**Clock wiring as the flow saved it**

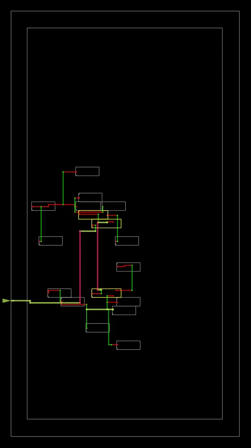
**Local utilization**

Drawn at 3 px/um. 7 x 13 tiles, from dark purple (low) to yellow (high), 0 to 100% covered.
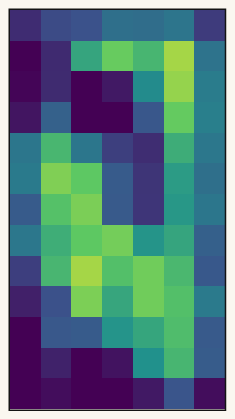
**Where the registers sit**

Drawn at 4 px/um.
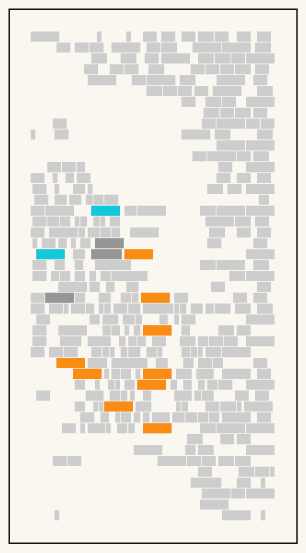
## config.mk

```make
export PLATFORM = sky130hd
export DESIGN_NAME = axi_rd_arbiter
export DESIGN_NICKNAME = d
export VERILOG_FILES = /design/src/rtl/axi_rd_arbiter.sv
export SDC_FILE = /design/constraint.sdc
export NUM_CORES = 1
export LEC_CHECK = 0
export ABC_CLOCK_PERIOD_IN_PS = 3150
export CAP_MARGIN = 15
export CORE_ASPECT_RATIO = 2
export CORE_MARGIN = 5
export CORE_UTILIZATION = 29
export DETAILED_ROUTE_END_ITERATION = 16
export HOLD_SLACK_MARGIN = 0.02
export PLACE_DENSITY = 0.83
export SLEW_MARGIN = 20
export SYNTH_ARGS = -nofsm -noshare
export SYNTH_HDL_FRONTEND = slang
export SYNTH_SLANG_ARGS = --single-unit
```

## constraint.sdc

```tcl
create_clock -name clk -period 3.15 [get_ports clk]
set_clock_uncertainty 0.2 [all_clocks]
set_input_delay 0.945 -clock clk [delete_from_list [all_inputs] [get_ports clk]]
set_output_delay 0.945 -clock clk [all_outputs]
set_load 0.05 [all_outputs]
```

## src/rtl/axi_rd_arbiter.sv

```systemverilog
// Two-requester round-robin arbiter in front of a single AXI-4 read master.
// Only one burst is outstanding at a time. The owner keeps the grant until
// its last R beat. The R channel has no RLAST, so the arbiter finds the last
// beat by counting beats from the accepted arlen.
module axi_rd_arbiter #(
  parameter int          ADDR_W  = 32,
  parameter int          DATA_W  = 32,
  parameter logic [3:0]  ARCACHE = 4'b1110,
  parameter logic        ARUSER  = 1'b1,
  parameter logic [2:0]  ARPROT  = 3'b000
) (
  input  logic              clk,
  input  logic              reset_n,
  input  logic [ADDR_W-1:0] s0_araddr,
  input  logic [7:0]        s0_arlen,
  input  logic              s0_arvalid,
  output logic              s0_arready,
  output logic [DATA_W-1:0] s0_rdata,
  output logic              s0_rvalid,
  input  logic              s0_rready,
  input  logic [ADDR_W-1:0] s1_araddr,
  input  logic [7:0]        s1_arlen,
  input  logic              s1_arvalid,
  output logic              s1_arready,
  output logic [DATA_W-1:0] s1_rdata,
  output logic              s1_rvalid,
  input  logic              s1_rready,
  output logic [ADDR_W-1:0] m_araddr,
  output logic [7:0]        m_arlen,
  output logic [3:0]        m_arcache,
  output logic              m_aruser,
  output logic [2:0]        m_arprot,
  output logic              m_arvalid,
  input  logic              m_arready,
  input  logic [DATA_W-1:0] m_rdata,
  input  logic              m_rvalid,
  output logic              m_rready,
  output logic              busy,
  output logic [1:0]        grant
);

  typedef enum logic [1:0] {IDLE, ADDR, DATA} state_t;

  state_t     state, state_d;
  logic [1:0] grant_q, grant_d;
  logic       last_owner, last_owner_d;   // 0 = requester 0 served last, 1 = requester 1
  logic [8:0] beat_cnt, beat_cnt_d;       // 9 bits so that arlen 255 loads 256
  logic       sel_rready;

  // The AR payload and the R data go straight through. Only the handshakes are gated.
  assign m_araddr  = grant_q[1] ? s1_araddr : s0_araddr;
  assign m_arlen   = grant_q[1] ? s1_arlen  : s0_arlen;
  assign m_arcache = ARCACHE;
  assign m_aruser  = ARUSER;
  assign m_arprot  = ARPROT;
  assign s0_rdata  = m_rdata;
  assign s1_rdata  = m_rdata;
  assign busy      = (state != IDLE);
  assign grant     = grant_q;

  // State, owner, round-robin history and beat counter registers.
  always_ff @(posedge clk) begin
    if (!reset_n) begin
      state      <= IDLE;
      grant_q    <= 2'b00;
      last_owner <= 1'b1;
      beat_cnt   <= 9'd0;
    end else begin
      state      <= state_d;
      grant_q    <= grant_d;
      last_owner <= last_owner_d;
      beat_cnt   <= beat_cnt_d;
    end
  end

  // Next-state logic, arbitration decision and per-state handshake routing.
  always_comb begin
    state_d      = state;
    grant_d      = grant_q;
    last_owner_d = last_owner;
    beat_cnt_d   = beat_cnt;
    m_arvalid    = 1'b0;
    m_rready     = 1'b0;
    s0_arready   = 1'b0;
    s1_arready   = 1'b0;
    s0_rvalid    = 1'b0;
    s1_rvalid    = 1'b0;
    sel_rready   = grant_q[1] ? s1_rready : s0_rready;
    case (state)
      IDLE: begin
        if (s0_arvalid && s1_arvalid) begin
          // On a tie, the requester that did not own the last burst wins.
          grant_d = last_owner ? 2'b01 : 2'b10;
          state_d = ADDR;
        end else if (s0_arvalid) begin
          grant_d = 2'b01;
          state_d = ADDR;
        end else if (s1_arvalid) begin
          grant_d = 2'b10;
          state_d = ADDR;
        end
      end
      ADDR: begin
        m_arvalid  = 1'b1;
        s0_arready = grant_q[0] & m_arready;
        s1_arready = grant_q[1] & m_arready;
        if (m_arready) begin
          beat_cnt_d = {1'b0, m_arlen} + 9'd1;
          state_d    = DATA;
        end
      end
      DATA: begin
        m_rready  = sel_rready;
        s0_rvalid = grant_q[0] & m_rvalid;
        s1_rvalid = grant_q[1] & m_rvalid;
        if (m_rvalid && sel_rready) begin
          beat_cnt_d = beat_cnt - 9'd1;
          if (beat_cnt == 9'd1) begin
            state_d      = IDLE;
            last_owner_d = grant_q[1];
            grant_d      = 2'b00;
          end
        end
      end
      default: state_d = IDLE;
    endcase
  end

endmodule

```

==> Slide: Implementation Results <==
Key Metrics from the Run

Global route
  • Pin count of the biggest net entering global routing: 33

Final timing
  • Slew headroom: between 50% and 60%
  • Hold slack final: about 340 ps
  • Fin crit share: between 90% and 100%
  • Max-slew violation count: 0
  • Final min period: ~3100 ps

Clocking
  • Clock tree buffer depth: 2
  • Total setup buffers inserted after CTS: 0
  • CTS tree: yes
  • Clock slew at reported path FFs: roughly 50 ps

Drt
  • DRC viols: 0
  • Vias per std cell: between 5 and 6
  • Final ANT Viol Nets: 0
  • Final WL: about 9.0 mm
  • Detailed-route via count: about 2300

Worst setup path
  • Worst path required time: around 2000 ps
  • Worst path cell trace: clkdlybuf4s50_1 -> mux2_2 -> buf_12
  • Worst Setup End Kind: primary output

Job
  • Log Warnings: 27

Floorplan
  • Die X: roughly 72 um
  • Die Area: about 9500 sq um

Layout
  • Logic cell area: ~1300 sq um

Synth
  • Number of cells in Yosys stat: between 200 and 300
  • Syn_area_per_cell: 8.42 sq um

Run status
  • Outcome: complete, no violations
-- 'clock wiring as the flow saved it' (at the start) --
total CTS buffers: 3
Clock Sink Count: 14
Late-Pin Clk Latency: 240 ps
registers: 14

-- 'local utilization' (at the start) --
12% of the tiles are nearly empty. 12% of the tiles are over 75% full. The mean over all tiles is 38%. The emptiest ninth of the die: lower left. The fullest tile reaches 86%.
Core Box Area: 7490 sq um
Final Core Density: 50.1%
FP Core Util: 29.4%

-- 'where the registers sit' (at the start) --
Key: orange = beat_cnt [flops 9]; cyan = state [flops 2]
Another 3 sequential cells are not colored.
seq pwr: 214 uW
fraction of area in registers: 7.51%
Storage cell area: 282 sq um

## kinds of logic after synthesis
| group | share of synthesized area [%] |
|---|---|
| compound gates | 14.3 |
| buf+inv | 28.7 |
| simple gates | 18.8 |
| flops | 12.7 |
| xor+xnor | 0.398 |
| other cells | 0.342 |
| fa+ha+maj | 1.71 |
| mux | 22.9 |
## repair_timing
action	in CTS	in global routing
resized	0	3
setup endpoints to repair	0	2
hold buffers	0	0
## per-stage QoR
step / setup WS (ps) / instance area (sq um) / total power [mW]
floorplan: 137 / 2220 / 0.830
global placement: 20.6 / 3670 / 1.01
detailed placement: 19.2 / 3670 / 1.02
CTS: 17.1 / 3740 / 1.26
global route: 10.6 / 3750 / 1.30
finish: 38.4 / 3750 / 1.26
## flip-flops by register name (all words and copies together) (netlist names)
| register | cells |
|---|---|
| state | 2 |
| beat_cnt | 9 |
| grant | 2 |
| last_owner | 1 |
## cell usage in the layout, fill, tap and decap left out, drive strengths merged, types with 3 or more instances in the layout
cell type / instances
a21oi: 8
mux2: 40
and4b: 3
a31oi: 3
ha: 3
a211oi: 3
nand2: 5
and2: 7
mux2i: 5
inv: 7
o21ai: 8
clkbuf: 3
nor2: 14
buf: 61
nand4: 5
nand4b: 3
nand3b: 4
nand3: 3
conb: 8
dfxtp: 14
clkdlybuf4s50: 90
nor3: 5
nand2b: 3
## final cells by class
cell class                 count  area share (%)
sequential                    14            7.51
tap                           94            3.14
timing repair buffer         151            51.6
clock buffer                   3            2.00
inverter                       7           0.701
multi-input combinational    163            35.1
## worst register-to-register path, delay by kind of cell, from the launching register on
kind,cells,cell delay (ps)
AND-OR/OR-AND,3,420
adder cells (fa/ha/maj),1,240
buffers and inverters,2,370
flip-flops,1,470
multiplexers,1,420
## where the power goes
group          internal (mW)  switching (mW)
logic                  0.401           0.404
registers              0.191          0.0232
clock network          0.166          0.0747
total                  0.758           0.502
## final timing paths
kind / cells past startpoint / startpoint / slack (ps) / end
max: 3 / s0_arlen[3] / 40 / m_arlen[3]
min: 2 / beat_cnt[2] / 340 / beat_cnt[2]
max reg2reg: 7 / grant[1] / 910 / beat_cnt[8]
min reg2reg: 2 / beat_cnt[2] / 340 / beat_cnt[2]
## cell usage after synthesis, drive strengths merged, types with 2 or more instances
cell type	n	share of area, %
mux2i	5	2.3
and2	7	2.0
and3b	2	0.80
buf	81	27
a21oi	8	2.3
inv	7	1.2
o211ai	2	0.68
a211oi	3	1.3
nor3b	2	0.68
a211o	2	0.80
nand3	3	0.68
nand3b	4	1.4
nand4	5	2.1
a21boi	2	0.68
and4b	3	1.5
nor4b	2	0.80
ha	3	1.7
clkbuf	2	0.34
dfxtp	14	13
nand4b	3	1.2
nor3	5	1.1
a31oi	3	0.85
o21ai	8	1.8
nand2	5	0.85
nand2b	3	0.85
conb	2	0.34
nor4	2	1.3
nor2	14	2.4
mux2	40	21
## metal layers
metal | vias up | global-route usage, % | wire (um)
li1 | 1009 | - | -
met1 | 1020 | 20.7 | 3250
met2 | 204 | 27.7 | 4130
met3 | 17 | 8.69 | 1490
met4 | 0 | 4.18 | 146
met5 | - | 0 | 0
Power is estimated from default activity; no workload was simulated.
